### Routing congestion map

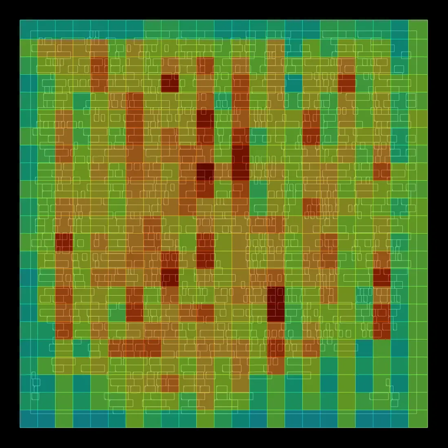
### Signal wires by layer

Only two layers are drawn.
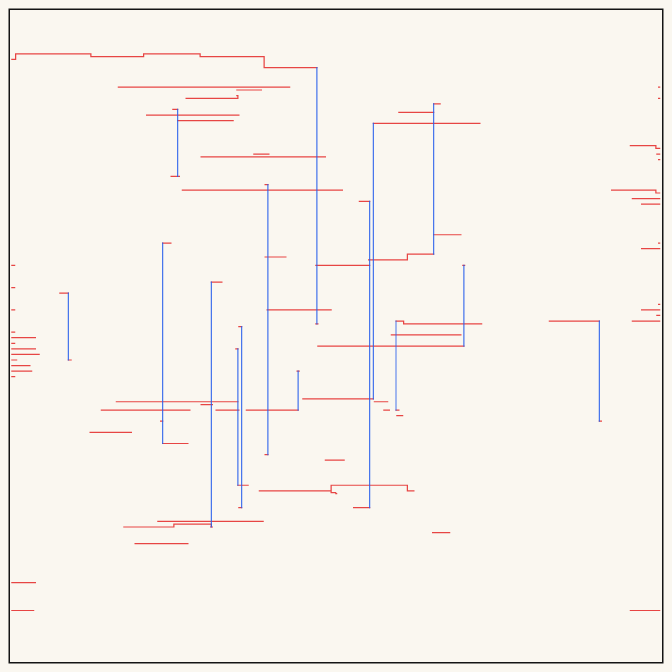
==> config.mk <==
export PLATFORM = sky130hd
export DESIGN_NAME = monitor_mc
export DESIGN_NICKNAME = d
export VERILOG_FILES = /design/src/rtl/monitor_pkg.sv /design/src/rtl/bcd_sub_digit.sv /design/src/rtl/monitor_mc.sv
export SDC_FILE = /design/constraint.sdc
export NUM_CORES = 1
export LEC_CHECK = 0
export CELL_PAD_IN_SITES_DETAIL_PLACEMENT = 1
export CELL_PAD_IN_SITES_GLOBAL_PLACEMENT = 2
export CORE_MARGIN = 4
export CORE_UTILIZATION = 41
export DETAILED_ROUTE_END_ITERATION = 7
export GPL_TIMING_DRIVEN = 0
export PLACE_DENSITY_LB_ADDON = 0.2
export SETUP_SLACK_MARGIN = 0.4
export SLEW_MARGIN = 20
export SYNTH_ARGS = -nofsm -noshare
export SYNTH_HDL_FRONTEND = slang
export SYNTH_SLANG_ARGS = --single-unit
==> constraint.sdc <==
create_clock -name clk -period 4.64 [get_ports clk]
set_input_delay 1.16 -clock clk [delete_from_list [all_inputs] [get_ports clk]]
set_output_delay 1.16 -clock clk [all_outputs]
set_load 0.03 [all_outputs]
==> report_table.html <==
<h3>Run summary</h3>
<table>
<tr><th>Metric</th><th>Value</th></tr>
<tr><th colspan="2">Logic synthesis</th></tr>
<tr><td>Yosys-reported design area after synthesis</td><td>9380 µm²</td></tr>
<tr><td>Share of synthesized area occupied by flip-flops and latches</td><td>49.9%</td></tr>
<tr><td>Library cell occupying the most area in the post-synthesis netlist</td><td>sky130_fd_sc_hd__dfrtp_1</td></tr>
<tr><td>Unique cell type count in the Yosys netlist</td><td>50</td></tr>
<tr><td>Yosys warnings</td><td>0</td></tr>
<tr><td>Area fraction in full adders, half adders and majority gates</td><td>3.76%</td></tr>
<tr><td>Xor+xnor area frac</td><td>0.840%</td></tr>
<tr><td>Aoi/oai-family share of the synthesized area</td><td>around 11%</td></tr>
<tr><td>Synthesized-area fraction occupied by and/or/nand/nor cells</td><td>approximately 10%</td></tr>
<tr><td>Leading cell types by total area after synthesis</td><td>sky130_fd_sc_hd__dfrtp_1, sky130_fd_sc_hd__mux2_2, sky130_fd_sc_hd__mux2i_1, sky130_fd_sc_hd__o21ai_0, sky130_fd_sc_hd__ha_1</td></tr>
<tr><td>Number of synthesized register bits</td><td>187</td></tr>
<tr><td>Dominant kind of combinational cell</td><td>multiplexers</td></tr>
<tr><td>Top-area cell share</td><td>49.9%</td></tr>
<tr><td>Mean cell area of the mapped netlist</td><td>roughly 11 µm²</td></tr>
<tr><td>Syn Std Cell Area</td><td>around 9400 µm²</td></tr>
<tr><td>Number of standard cells reported by yosys</td><td>approximately 860</td></tr>
<tr><td>Portion of netlist area occupied by mux cells</td><td>18.8%</td></tr>
<tr><td>Gate count after technology mapping</td><td>862</td></tr>
<tr><th colspan="2">Final timing</th></tr>
<tr><td>Number of setup violations in the final report</td><td>0</td></tr>
<tr><td>Period Utilization, post-route</td><td>roughly 87%</td></tr>
<tr><td>RSZ-0062 raised after global routing</td><td>no</td></tr>
<tr><td>Time the final worst path needs with I/O delays and setup</td><td>4030 ps</td></tr>
<tr><td>Final worst slack</td><td>606 ps</td></tr>
<tr><td>Total negative slack</td><td>0 ps</td></tr>
<tr><td>Final Hold Viols</td><td>0</td></tr>
<tr><td>Max-Slew Margin vs Limit</td><td>43.4%</td></tr>
<tr><td>Max-slew violation count</td><td>0</td></tr>
<tr><td>Clock skew after layout</td><td>22.0 ps</td></tr>
<tr><td>Slew of the pin with the lowest slew margin</td><td>846 ps</td></tr>
<tr><td>Final-layout worst hold slack</td><td>487 ps</td></tr>
<tr><th colspan="2">Route</th></tr>
<tr><td>Met2 Wirelength</td><td>13.3 mm</td></tr>
<tr><td>Number of remaining DRC errors</td><td>0</td></tr>
<tr><td>DRT met1 WL</td><td>12.0 mm</td></tr>
<tr><td>First-pass DRT Iterations</td><td>5</td></tr>
<tr><td>Detailed-routed wire length on met3</td><td>about 780 µm</td></tr>
<tr><td>Remaining antenna violation count</td><td>0</td></tr>
<tr><td>Iteration-0 DRC Markers</td><td>339</td></tr>
<tr><td>Via-per-instance ratio</td><td>5.60</td></tr>
<tr><td>Highest layer used for signal routing</td><td>met4</td></tr>
<tr><th colspan="2">Final layout</th></tr>
<tr><td>Final-stage net count</td><td>975</td></tr>
<tr><td>Final design area excluding fillers</td><td>10800 µm²</td></tr>
<tr><td>Post-synthesis to final-layout area growth</td><td>15.2%</td></tr>
<tr><td>Top Layout Cells</td><td>sky130_fd_sc_hd__dfrtp_1, sky130_fd_sc_hd__mux2_2, sky130_fd_sc_hd__nand2_1</td></tr>
<tr><td>Most instantiated logic cell after routing</td><td>sky130_fd_sc_hd__dfrtp_1</td></tr>
<tr><td>Final design utilization</td><td>47.9%</td></tr>
<tr><td>Fraction of final layout cells sized beyond drive strength 1</td><td>between 20 and 25%</td></tr>
<tr><td>Layout fillers</td><td>2461</td></tr>
<tr><td>Final non-filler cell total</td><td>1225</td></tr>
<tr><td>Register cell area after layout</td><td>~4700 µm²</td></tr>
<tr><td>Area taken by multi-input logic gates</td><td>between 4000 and 5000 µm²</td></tr>
<tr><td>Count of antenna diodes in the layout</td><td>0</td></tr>
<tr><th colspan="2">Critical path</th></tr>
<tr><td>Startpoint class of the critical path</td><td>flop</td></tr>
<tr><td>Setup Crit Path Kind</td><td>reg -&gt; reg</td></tr>
<tr><td>Family with the most delay on the worst path</td><td>AND-OR/OR-AND gates</td></tr>
<tr><td>Minimum setup slack among reg-to-reg paths</td><td>610 ps</td></tr>
<tr><td>Critical path fanouts, max</td><td>10</td></tr>
<tr><td>Slowest stage cell on the critical path</td><td>sky130_fd_sc_hd__a211o_1</td></tr>
<tr><td>Number of stages on the worst setup path</td><td>16</td></tr>
<tr><td>CP required</td><td>4940 ps</td></tr>
<tr><td>Max incr delay on CP</td><td>430 ps</td></tr>
<tr><td>Worst Path Arrival</td><td>4330 ps</td></tr>
<tr><td>Worst Reg2Reg Path Length in Cells</td><td>16</td></tr>
<tr><td>Number of buffer and inverter instances along the worst setup path</td><td>6</td></tr>
<tr><td>Kind of capture point of the worst setup path</td><td>flop</td></tr>
<tr><td>CP cell instances</td><td>buf_2 &gt; mux4_2 &gt; buf_6 &gt; buf_2 &gt; buf_6 &gt; o21ai_0 &gt; o22ai_1 &gt; inv_1 &gt; ha_1 &gt; nor2b_1 &gt; o211ai_1 &gt; a21oi_1 &gt; a211o_1 &gt; clkbuf_2 &gt; o21ai_0 &gt; nand3_1</td></tr>
<tr><th colspan="2">GRT</th></tr>
<tr><td>Met3 GRT Util</td><td>3.31%</td></tr>
<tr><td>Number of antenna violations at the first check in global routing</td><td>0</td></tr>
<tr><td>Global-route wire length before repair</td><td>42.9 mm</td></tr>
<tr><td>Overflow left after global routing</td><td>0</td></tr>
<tr><td>Number of global-route vias before repair</td><td>7533</td></tr>
<tr><td>Pin count of the biggest net entering global routing</td><td>88</td></tr>
<tr><th colspan="2">Floorplanning</th></tr>
<tr><td>Number of top-level pins</td><td>roughly 47</td></tr>
<tr><td>Chip area</td><td>25400 µm²</td></tr>
<tr><td>Height of the die</td><td>around 160 µm</td></tr>
<tr><td>Starting utilization of the core area</td><td>41.6%</td></tr>
<tr><td>CORE AREA</td><td>22600 µm²</td></tr>
<tr><td>Number of placement rows</td><td>55</td></tr>
<tr><td>Die width</td><td>approximately 160 µm</td></tr>
<tr><th colspan="2">Flow run</th></tr>
<tr><td>Total number of warnings across the stage logs</td><td>30</td></tr>
<tr><td>Max cap viols</td><td>0</td></tr>
<tr><th colspan="2">Clock tree</th></tr>
<tr><td>CTS clock-pin slew for the worst setup and hold paths</td><td>80 ps</td></tr>
<tr><td>H-tree depth reported by CTS</td><td>4</td></tr>
<tr><td>CTS tree</td><td>yes</td></tr>
<tr><td>CTS hold repair buffers</td><td>0</td></tr>
<tr><td>Clock sink total</td><td>roughly 190</td></tr>
<tr><td>Clk Latency, worst-skew pair</td><td>~450 ps</td></tr>
<tr><td>CTS Buf Count</td><td>17</td></tr>
<tr><td>Number of resized instances in the post-cts repair step</td><td>2</td></tr>
<tr><td>Buffer levels on the longest clock path</td><td>2</td></tr>
<tr><td>Post-CTS Setup Inserts</td><td>0</td></tr>
<tr><td>Root cell of the clock tree</td><td>sky130_fd_sc_hd__clkbuf_16</td></tr>
<tr><th colspan="2">Placed design</th></tr>
<tr><td>Final GP Congestion</td><td>0.829</td></tr>
<tr><td>Number of port buffers</td><td>39</td></tr>
<tr><td>Inst Count DP</td><td>1193</td></tr>
<tr><td>DP Area</td><td>10200 µm²</td></tr>
<tr><td>Placement Setup Slack</td><td>249 ps</td></tr>
<tr><td>DPL Wire Length</td><td>between 15 and 20 mm</td></tr>
<tr><th colspan="2">Power</th></tr>
<tr><td>Clock network fraction of total power</td><td>16.7%</td></tr>
<tr><td>Worst voltage drop across the vdd grid</td><td>0.000278 V</td></tr>
<tr><td>Sw frac</td><td>44.3%</td></tr>
<tr><td>Clock network power consumption</td><td>approximately 1400 µW</td></tr>
<tr><td>Flip-flop and latch power</td><td>2730 µW</td></tr>
<tr><td>Sequential group share of total power</td><td>31.7%</td></tr>
<tr><td>Net Sw Power</td><td>3810 µW</td></tr>
<tr><td>Internal</td><td>4790 µW</td></tr>
<tr><td>Power drawn by the combinational cells</td><td>4440 µW</td></tr>
<tr><td>Overall power after layout</td><td>8600 µW</td></tr>
<tr><td>Combinational fraction of design power</td><td>51.6%</td></tr>
<tr><td>Leakage power total</td><td>0.00482 µW</td></tr>
<tr><td>Cell area power density</td><td>796 nW/µm²</td></tr>
<tr><th colspan="2">Run status</th></tr>
<tr><td>Status</td><td>finished, final reports clean</td></tr>
<tr><th colspan="2">Worst hold path</th></tr>
<tr><td>Hold Path Class</td><td>reg -&gt; reg</td></tr>
<tr><td>Hold depth</td><td>2</td></tr>
</table>
Back to the opening pictures, 'Routing congestion map':
average wire per cell in the routed design: 21.8 µm
overall global routing resource usage: 21.5%
met2 demand-to-capacity share in global routing: 37.0%
met1 Resource Use GR: 28.1%
busiest grt layer: met2

Back to the opening pictures, 'Signal wires by layer':
metal 4 -> blue  # wire length 602 µm
metal 3 -> red  # wire length 780 µm
sum of routed wire length over all layers: 26.7 mm
via total after detailed routing: 6857

Yosys cell counts, drive strengths merged:
master  number
a21oi       27
mux2       111
or2          4
a211o        1
and3         2
a31o         1
o221ai       9
nand3       33
xnor2        6
nand3b       4
clkbuf      36
nor2        23
inv         44
nand4        7
a31oi        9
o22ai       13
mux4         1
dfrtp      187
nand4b       2
conb         1
o21ai       73
and2         5
nor3b        1
a21o         1
ha          25
a211oi       1
xor2         3
nor3         6
o211ai      14
o22a         1
mux2i       49
nand2b       8
nor4         2
buf         31
fa           2
or3          1
a22oi       18
o21a         2
nand2       83
nor2b       15
cell type report:
type                       count  share of cell area (%)
buffer                        67                    3.39
clock buffer                  18                    4.06
clock inverter                13                    1.20
inverter                      44                    1.53
multi-input combinational    570                    39.0
sequential                   187                    43.3
tap                          285                    3.30
timing repair buffer          41                    4.26
Power is estimated from default activity; no workload was simulated.
